==> images/metal_stack.png <==
(2 px per um)
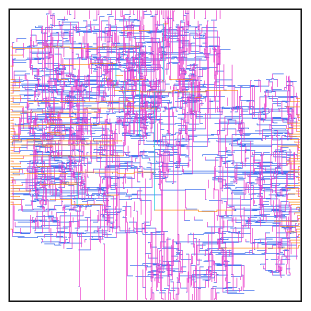
==> images/pins.png <==
(2 px per um) Pins as bars across the die edge, other pins in grey.
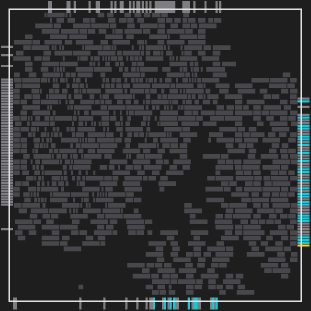
==> images/registers.png <==
(2 px per um)
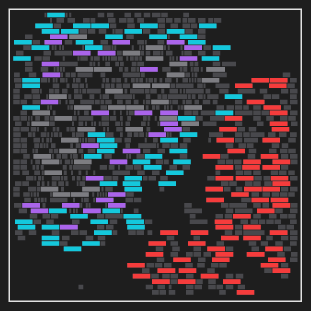
==> config.mk <==
export PLATFORM = sky130hd
export DESIGN_NAME = panda_if_fetch_flat
export DESIGN_NICKNAME = d
export VERILOG_FILES = /design/src/rtl/panda_if_fetch_if.sv /design/src/rtl/panda_if_fetch.sv /design/src/flat_wrapper.sv
export SDC_FILE = /design/constraint.sdc
export NUM_CORES = 1
export LEC_CHECK = 0
export CORE_UTILIZATION = 42
export CTS_CLUSTER_SIZE = 12
export DETAILED_ROUTE_END_ITERATION = 16
export HOLD_SLACK_MARGIN = 0.02
export MAX_ROUTING_LAYER = met4
export PLACE_DENSITY = 0.75
export SLEW_MARGIN = 20
export SYNTH_ARGS = -nofsm -noshare
export SYNTH_HDL_FRONTEND = slang
export SYNTH_SLANG_ARGS = --single-unit
==> constraint.sdc <==
create_clock -name clk_i -period 2.4 [get_ports clk_i]
set_clock_uncertainty 0.1 [all_clocks]
set_input_delay 0.6 -clock clk_i [delete_from_list [all_inputs] [get_ports clk_i]]
set_output_delay 0.6 -clock clk_i [all_outputs]
set_load 0.03 [all_outputs]
==> results.txt <==
run results: Final WS setup -0.0701 ns, final setup fails 51, Req. time, crit path 1.70 ns, Final clock-cell share 0.0513, top sig layer met4, Antenna Cells 2, CTS Buf Count 17, DRT Pass-1 Iters 4, # H-tree levels 4, Worst-Skew Late Latency 0.43 ns, Vias 6146, post-CTS setup buffers 0, met1 WL 9030 um, max reg flops 64, Simple Share, Synth 0.121, Post-Syn Area 8620 um2, Top-area cell share 0.551, Floorplan Utilization 0.428, Root Buffer clkbuf_16, kind of critical path reg2out, number of synthesized flops with an enable pin 0, run status complete, but fails checks, Max Slew Vio Count 0, endpoint class of the critical path output pin, Clk pwr share 0.267, Avg Inst Size Synth 12.1 um2, cell taking the most area after synthesis dfrtp_1, top cell family by delay on the critical path buffers and inverters, RSZ-0062 raised after global routing true, Inverters, non-clock 5, P per Cell Area 923 nW/um2, critical path's slowest cell dfrtp_2, final hold violations 0, Largest area class, layout sequential cells, critical path depth 4, met3 WL 1160 um, P_clk 2820 uW, final instance area 11400 um2, Top Ports 168, P_sw 3560 uW, failing checks negative setup slack, Comb power frac 0.326, XOR Share, Synth 0.00406, bufs w/o clock 197, final hold slack 0.319 ns, Highest Clock Rate 0.405 GHz, Iter 0 DRT Violations 252, comb pwr 3440 uW, # nets final 958
Notes on metal_stack.png above:
- magenta: met2 (wire length 9630 um)
- cyan: met4 (wire length 189 um)
- blue: met1 (wire length 9030 um)
- orange: met3 (wire length 1160 um)
drt wl/cell: 17.1 um
gr usage total: 0.205

Notes on pins.png above:
- cyan: bus_rdata (pins 32; direction input; edge 23 east, 9 south)
- yellow: rst_ni (pins 1; direction input; edge east)
Chip Width: 145 um
Die Height: 145 um
IO Port Bufs: 161

Notes on registers.png above:
- purple: u_core.pend_pc_q (sequential cells 30)
- red: u_core.instr_mem_q (sequential cells 64)
- cyan: u_core.pc_mem_q (sequential cells 60)
- not coloured: 36
register area: 4760 um2
Sequential Power: 4300 uW

Power figures rest on the tool's default switching activity, not on a simulated workload.
